**The clock network**

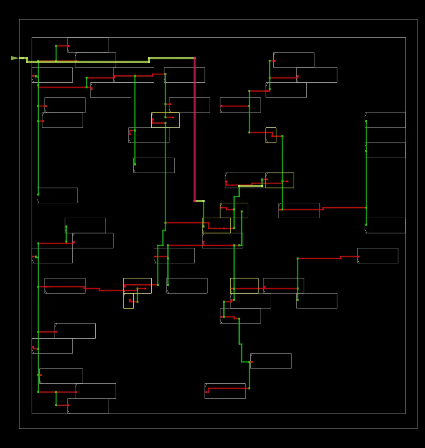
**Gate-type map**

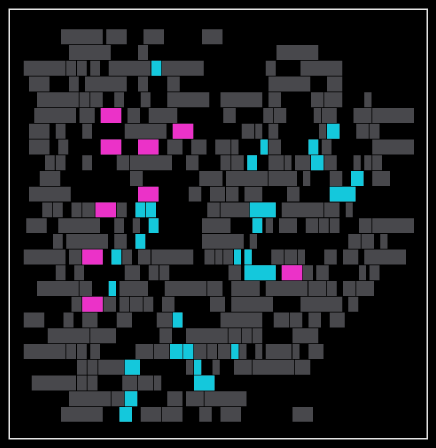
--- src/rtl/uart_rx_if.sv ---
// uart_rx_if: serial line plus received-byte outputs of the UART receive stage
// Signals: rx (serial line, idle high), data_out (last good byte),
//          valid (new-byte strobe), frame_err (bad stop bit strobe), busy (frame in progress).
// master: line driver / byte consumer. slave: the receiver.
interface uart_rx_if;
  logic       rx;
  logic [7:0] data_out;
  logic       valid;
  logic       frame_err;
  logic       busy;
  modport master (output rx, input data_out, valid, frame_err, busy);
  modport slave (input rx, output data_out, valid, frame_err, busy);
endinterface

--- src/rtl/uart_receiver.sv ---
// uart_receiver: 8N1 serial-to-parallel receiver sampling each bit at its midpoint
// Ports: clk (rising-edge clock), rst (sync active-high reset),
//        bus (uart_rx_if.slave: rx in; data_out, valid, frame_err, busy out).
// Optional UART_RX_SYNC_EN: rx goes through a two-flop synchroniser (+2 cycle latency).
module uart_receiver #(
  parameter int CLKS_PER_BIT = 1
) (
  input logic     clk,
  input logic     rst,
  uart_rx_if.slave bus
);
  localparam int HALF_BIT = (CLKS_PER_BIT - 1) / 2;
  localparam logic [15:0] last_cnt = 16'(CLKS_PER_BIT - 1);
  localparam logic [15:0] half_cnt = 16'(HALF_BIT);
  typedef enum logic [2:0] {IDLE, START, DATA, STOP, BRK} state_t;
  state_t      state;
  logic [15:0] clk_count;
  logic [2:0]  bit_idx;
  logic [7:0]  shift;
  logic [7:0]  data;
  logic        valid;
  logic        frame_err;
  logic        rx_s;
`ifdef UART_RX_SYNC_EN
  logic [1:0] sync;
  always_ff @(posedge clk)
    sync <= rst ? 2'b11 : {sync[0], bus.rx};
  assign rx_s = sync[1];
`else
  assign rx_s = bus.rx;
`endif
  always_ff @(posedge clk) begin
    if (rst) begin
      state     <= IDLE;
      clk_count <= '0;
      bit_idx   <= '0;
      shift     <= '0;
      data      <= '0;
      valid     <= 1'b0;
      frame_err <= 1'b0;
    end else begin
      valid     <= 1'b0;
      frame_err <= 1'b0;
      case (state)
        IDLE:
          if (!rx_s) begin
            // with no half-bit offset the start bit cannot be rechecked, so go straight to data
            state     <= (half_cnt == 16'd0) ? DATA : START;
            clk_count <= (half_cnt == 16'd0) ? 16'd0 : 16'd1;
          end
        START:
          if (clk_count < half_cnt) clk_count <= clk_count + 16'd1;
          else begin
            clk_count <= '0;
            state     <= rx_s ? IDLE : DATA;
          end
        DATA:
          if (clk_count != last_cnt) clk_count <= clk_count + 16'd1;
          else begin
            clk_count      <= '0;
            shift[bit_idx] <= rx_s;
            bit_idx        <= bit_idx + 3'd1;
            if (bit_idx == 3'd7) state <= STOP;
          end
        STOP:
          if (clk_count != last_cnt) clk_count <= clk_count + 16'd1;
          else begin
            clk_count <= '0;
            // leaving mid stop bit lets a back-to-back start edge be caught on its first low cycle
            if (rx_s) begin
              data  <= shift;
              valid <= 1'b1;
              state <= IDLE;
            end else begin
              frame_err <= 1'b1;
              state     <= BRK;
            end
          end
        BRK:
          if (rx_s) state <= IDLE;
        default:
          state <= IDLE;
      endcase
    end
  end
  assign bus.data_out  = data;
  assign bus.valid     = valid;
  assign bus.frame_err = frame_err;
  assign bus.busy      = state != IDLE;
endmodule

--- src/flat_wrapper.sv ---
// flat-port wrapper written by rule: the top's interface ports become plain ports
module uart_receiver_flat 
#(
  parameter int CLKS_PER_BIT = 1
)
  (clk, rst, bus_rx, bus_data_out, bus_valid, bus_frame_err, bus_busy);
  uart_rx_if bus_i ();
  input logic clk;
  input logic rst;
  input wire logic [$bits(bus_i.rx)-1:0] bus_rx;
  output wire logic [$bits(bus_i.data_out)-1:0] bus_data_out;
  output wire logic [$bits(bus_i.valid)-1:0] bus_valid;
  output wire logic [$bits(bus_i.frame_err)-1:0] bus_frame_err;
  output wire logic [$bits(bus_i.busy)-1:0] bus_busy;
  assign bus_i.rx = bus_rx;
  assign bus_data_out = bus_i.data_out;
  assign bus_valid = bus_i.valid;
  assign bus_frame_err = bus_i.frame_err;
  assign bus_busy = bus_i.busy;
  uart_receiver #(.CLKS_PER_BIT(CLKS_PER_BIT)) u_core (.clk(clk), .rst(rst), .bus(bus_i));
endmodule
--- config.mk ---
export PLATFORM = sky130hd
export DESIGN_NAME = uart_receiver_flat
export DESIGN_NICKNAME = d
export VERILOG_FILES = /design/src/rtl/uart_rx_if.sv /design/src/rtl/uart_receiver.sv /design/src/flat_wrapper.sv
export SDC_FILE = /design/constraint.sdc
export NUM_CORES = 1
export LEC_CHECK = 0
export ABC_AREA = 0
export CORE_AREA = 2 2 70 72
export DETAILED_ROUTE_END_ITERATION = 8
export DIE_AREA = 0 0 72 74
export SLEW_MARGIN = 20
export SYNTH_ARGS = -nofsm -noshare
export SYNTH_HDL_FRONTEND = slang
export SYNTH_SLANG_ARGS = --single-unit
--- constraint.sdc ---
create_clock -name clk -period 2 [get_ports clk]
set_input_delay 0.4 -clock clk [delete_from_list [all_inputs] [get_ports clk]]
set_output_delay 0.4 -clock clk [all_outputs]
set_load 0.01 [all_outputs]
==> changes_impl.md <==
### Metrics

* Busiest metal layer after global routing: met2
* Wire per inst at 15.0 um
* Number of cells on the critical path at 2
* Design internal power at 1.11 mW
* Overall global routing resource usage at 19.5%
* Gate count of the mapped netlist at 240
* Met3 Use GR at 4.07%
* Syn Std Cell Area at 2000 um^2
* Setup TNS at 0 ns
* RSZ-0062 raised after global routing: false
* Clock tree from TritonCTS: built
* Worst slew margin at 66.2%
* DRC violation count after routing at 0
* Top layer reached by signal wires: met4
* Run status: completed
* Startpoint of the most critical register-to-register path: u_core.clk_count[0]
* Post-layout period usage at 95.1%
* Vias in the first global route at 1707
* Placed insts at 307
* Met2 WL at 2.25 mm
* Starting density of the core at 43.5%
* Via count at 1873
* Worst Hold End: u_core.bus.data_out[2]
* Die width at 72 um
* Global route overflow at 0
* Hold Startpoint: u_core.shift[2]
* Post-detailed-routing wire length at 4.73 mm
* Startpoint-to-endpoint class of the critical path: reg -> out
* Number of synthesized flops with an enable pin at 0
* DRT iter0 DRCs at 121
* Slew @ Worst Pin at 0.507 ns
* Number of failing setup endpoints in the final timing report at 0
* Biggest cell delay along the critical path at 0.48 ns
* Required time of the critical path at 1.60 ns
* Post-Place Setup Slack at 0.106 ns
* Cell count in the Yosys report at 240
* Peak Freq at 526 MHz
* Power spent charging and discharging nets at 327 uW
* Average instance area after synthesis at 8.33 um^2
* Distinct lib cells used at 41
* Vertical die dimension at 74 um
* Ys flops at 40
* Worst Hold Depth at 2
* Type of element launching the critical path: flip-flop
* Pre-antenna DRT Iters at 5
* Top-Level Pins at 14
* Number of antenna repair diodes at 0
* Met3 WL post-DR at 136 um
* Final tally of max-slew violations at 0
* Sequential share of power at 56.4%
* Maximum count of clock buffers along a single path at 2
* Number of vias per cell after detailed routing at 5.95
* GRT met2 Usage at 32.3%
* CP Capture Type: output port
* Top Family by Delay on Critical Path: buffers and inverters
* # port buffers at 13
* Synth Warn # at 0
* Flip-flop and latch power at 812 uW
* Initial antenna violation count at 0
* Final hold violation count at 0
* Share of flip-flops with an asynchronous set or reset at 0%
* Final Wtd Congestion at 0.896
* Number of cell rows at 25
* R2r endpoint: u_core.shift[6]
* Switching portion of total power at 22.7%
* Series of cell instances along the critical path: or3_1 > clkdlybuf4s50_1
* Worst Path Arrival at 1.50 ns
* Worst Slack Setup Final at 0.0988 ns
* Destination of the critical timing path: bus_busy
* Largest vdd supply drop at 0.322 mV
* Layout cells sized above 1 at 11.9%
* Slowest CP cell: sky130_fd_sc_hd__clkdlybuf4s50_1
* Source of the critical timing path: u_core.state[0]
* Root Buffer: sky130_fd_sc_hd__clkbuf_8
* Part of the Yosys area used for sequential elements at 40.1%
* HPWL after detailed placement at 3.24 mm
* Largest net degree at the start of global routing at 20
* Global-route met1 utilization at 25.4%
* H-tree depth reported by CTS at 2
* Chip footprint at 5330 um^2
* Reg2reg setup slack at 0.24 ns
* Final period demand of the worst path at 1.90 ns
* Main power group: sequential cells
* Chip area line of the yosys report at 2000 um^2
* Top logic cells by instance count in the layout: sky130_fd_sc_hd__dfxtp_1, sky130_fd_sc_hd__nand3_1, sky130_fd_sc_hd__buf_4
* Post-route ant nets at 0
* Clock network fraction of design power at 38.1%
* Syn Nets at 247
* Final cell count without fillers at 315
* Leakage at 0.799 nW
* Max cap viols at 0
* Power density over the cells at 613 nW/um^2
* Most used logic cell in the final layout: sky130_fd_sc_hd__dfxtp_1
* Placeable core region at 4600 um^2
* Critical path fanouts, max at 12
* Hold Crit Class: reg -> reg
* Area delta synth->final at 17.7%
* Main synth FF type: sky130_fd_sc_hd__dfxtp_1
* P_comb at 80.4 uW
* Clock transition at path regs at 0.07 ns
* Worst path bufs/invs at 1
* Wire length on met1 at 2.28 mm
* Final #Nets at 267
* Count of warning messages emitted by the tools at 27
* Global-route wire length before repair at 8.11 mm
* Worst-Skew Late Latency at 0.29 ns
* Share of power burned in combinational logic at 5.6%
* Count of cells along the worst register-to-register path at 6
## Picture notes: 'the clock network'
Fin Clk Skew: 0.00723 ns
power drawn by the clock network: 548 uW
clock buffers created by TritonCTS: 5
Sink Count: 40

## Picture notes: 'gate-type map'
Key: NOR gates = cyan [cells 28, most used nor3_1]; multiplexers = magenta [cells 9, most used mux2i_1]

==> timing repair <==
action                     CTS  global route
hold buffers                 0             0
buffers inserted             0             0
setup endpoints to repair    0            13
gates resized                0             4
==> Yosys cell counts (2+ instances only) <==
library cell	number	area share [%]
sky130_fd_sc_hd__nand2_1	15	2.8
sky130_fd_sc_hd__o211ai_1	3	1.1
sky130_fd_sc_hd__nand2b_1	12	3.8
sky130_fd_sc_hd__xnor2_1	2	0.88
sky130_fd_sc_hd__buf_2	7	1.8
sky130_fd_sc_hd__nor3_1	11	2.8
sky130_fd_sc_hd__mux2i_1	9	4.5
sky130_fd_sc_hd__o22ai_1	2	0.63
sky130_fd_sc_hd__and3_1	2	0.63
sky130_fd_sc_hd__o21ai_0	15	3.8
sky130_fd_sc_hd__or4_1	2	0.75
sky130_fd_sc_hd__or3_1	4	1.3
sky130_fd_sc_hd__nand4_1	11	3.4
sky130_fd_sc_hd__ha_1	4	2.5
sky130_fd_sc_hd__nand3b_1	3	1.1
sky130_fd_sc_hd__nor2b_1	2	0.63
sky130_fd_sc_hd__clkbuf_1	7	1.3
sky130_fd_sc_hd__nand3_1	24	6.0
sky130_fd_sc_hd__buf_6	2	1.1
sky130_fd_sc_hd__nor2_1	6	1.1
sky130_fd_sc_hd__a21oi_1	13	3.3
sky130_fd_sc_hd__and4_1	2	0.88
sky130_fd_sc_hd__nor4_1	5	1.6
sky130_fd_sc_hd__a31oi_1	14	4.4
sky130_fd_sc_hd__inv_1	8	1.5
sky130_fd_sc_hd__dfxtp_1	40	40
==> stage by stage <==
stage	cell area, um^2	total power, mW	hold slack, ns	utilization (%)
finish	2350	1.44	0.472	51.1
global route	2350	1.51	0.492	51.1
CTS	2340	1.46	0.473	50.9
detailed placement	2250	0.910	0.462	48.9
global placement	2250	0.910	0.459	48.9
floorplan	2000	0.878	0.448	-
==> sequential cells by signal, indices dropped and copies added, names as in the netlist <==
| register | flops |
|---|---|
| u_core.bit_idx | 3 |
| u_core.bus.data_out | 8 |
| u_core.bus.frame_err | 1 |
| u_core.bus.valid | 1 |
| u_core.clk_count | 16 |
| u_core.shift | 8 |
| u_core.state | 3 |
==> layout make-up <==
| type | instances | area (um^2) |
|---|---|---|
| clock buffer | 6 | 82.6 |
| timing repair buffer | 30 | 270 |
| tap | 54 | 67.6 |
| sequential | 40 | 802 |
| inverter | 8 | 30.0 |
| fill | 454 | 2250 |
| multi-input combinational | 175 | 1090 |
| clock inverter | 2 | 10.0 |
==> worst register-to-register path, stage by stage, from the launching register on <==
cell and delay [ns]:
sky130_fd_sc_hd__dfxtp_1 0.31, sky130_fd_sc_hd__inv_1 0.07, sky130_fd_sc_hd__ha_1 0.15, sky130_fd_sc_hd__nor4b_2 0.32, sky130_fd_sc_hd__nand4_1 0.28, sky130_fd_sc_hd__nor3_1 0.34, sky130_fd_sc_hd__mux2i_1 0.21
==> logic make-up after synthesis <==
kind of cell | synth area share (%)
muxes | 4.51
and+or+nand+nor | 30.6
DFF | 40.1
AOI/OAI and AO/OA | 15.1
adders and majority gates | 2.50
xor gates and xnor gates | 1.32
buffers and inverters | 5.89
Power figures rest on the tool's default switching activity, not on a simulated workload.
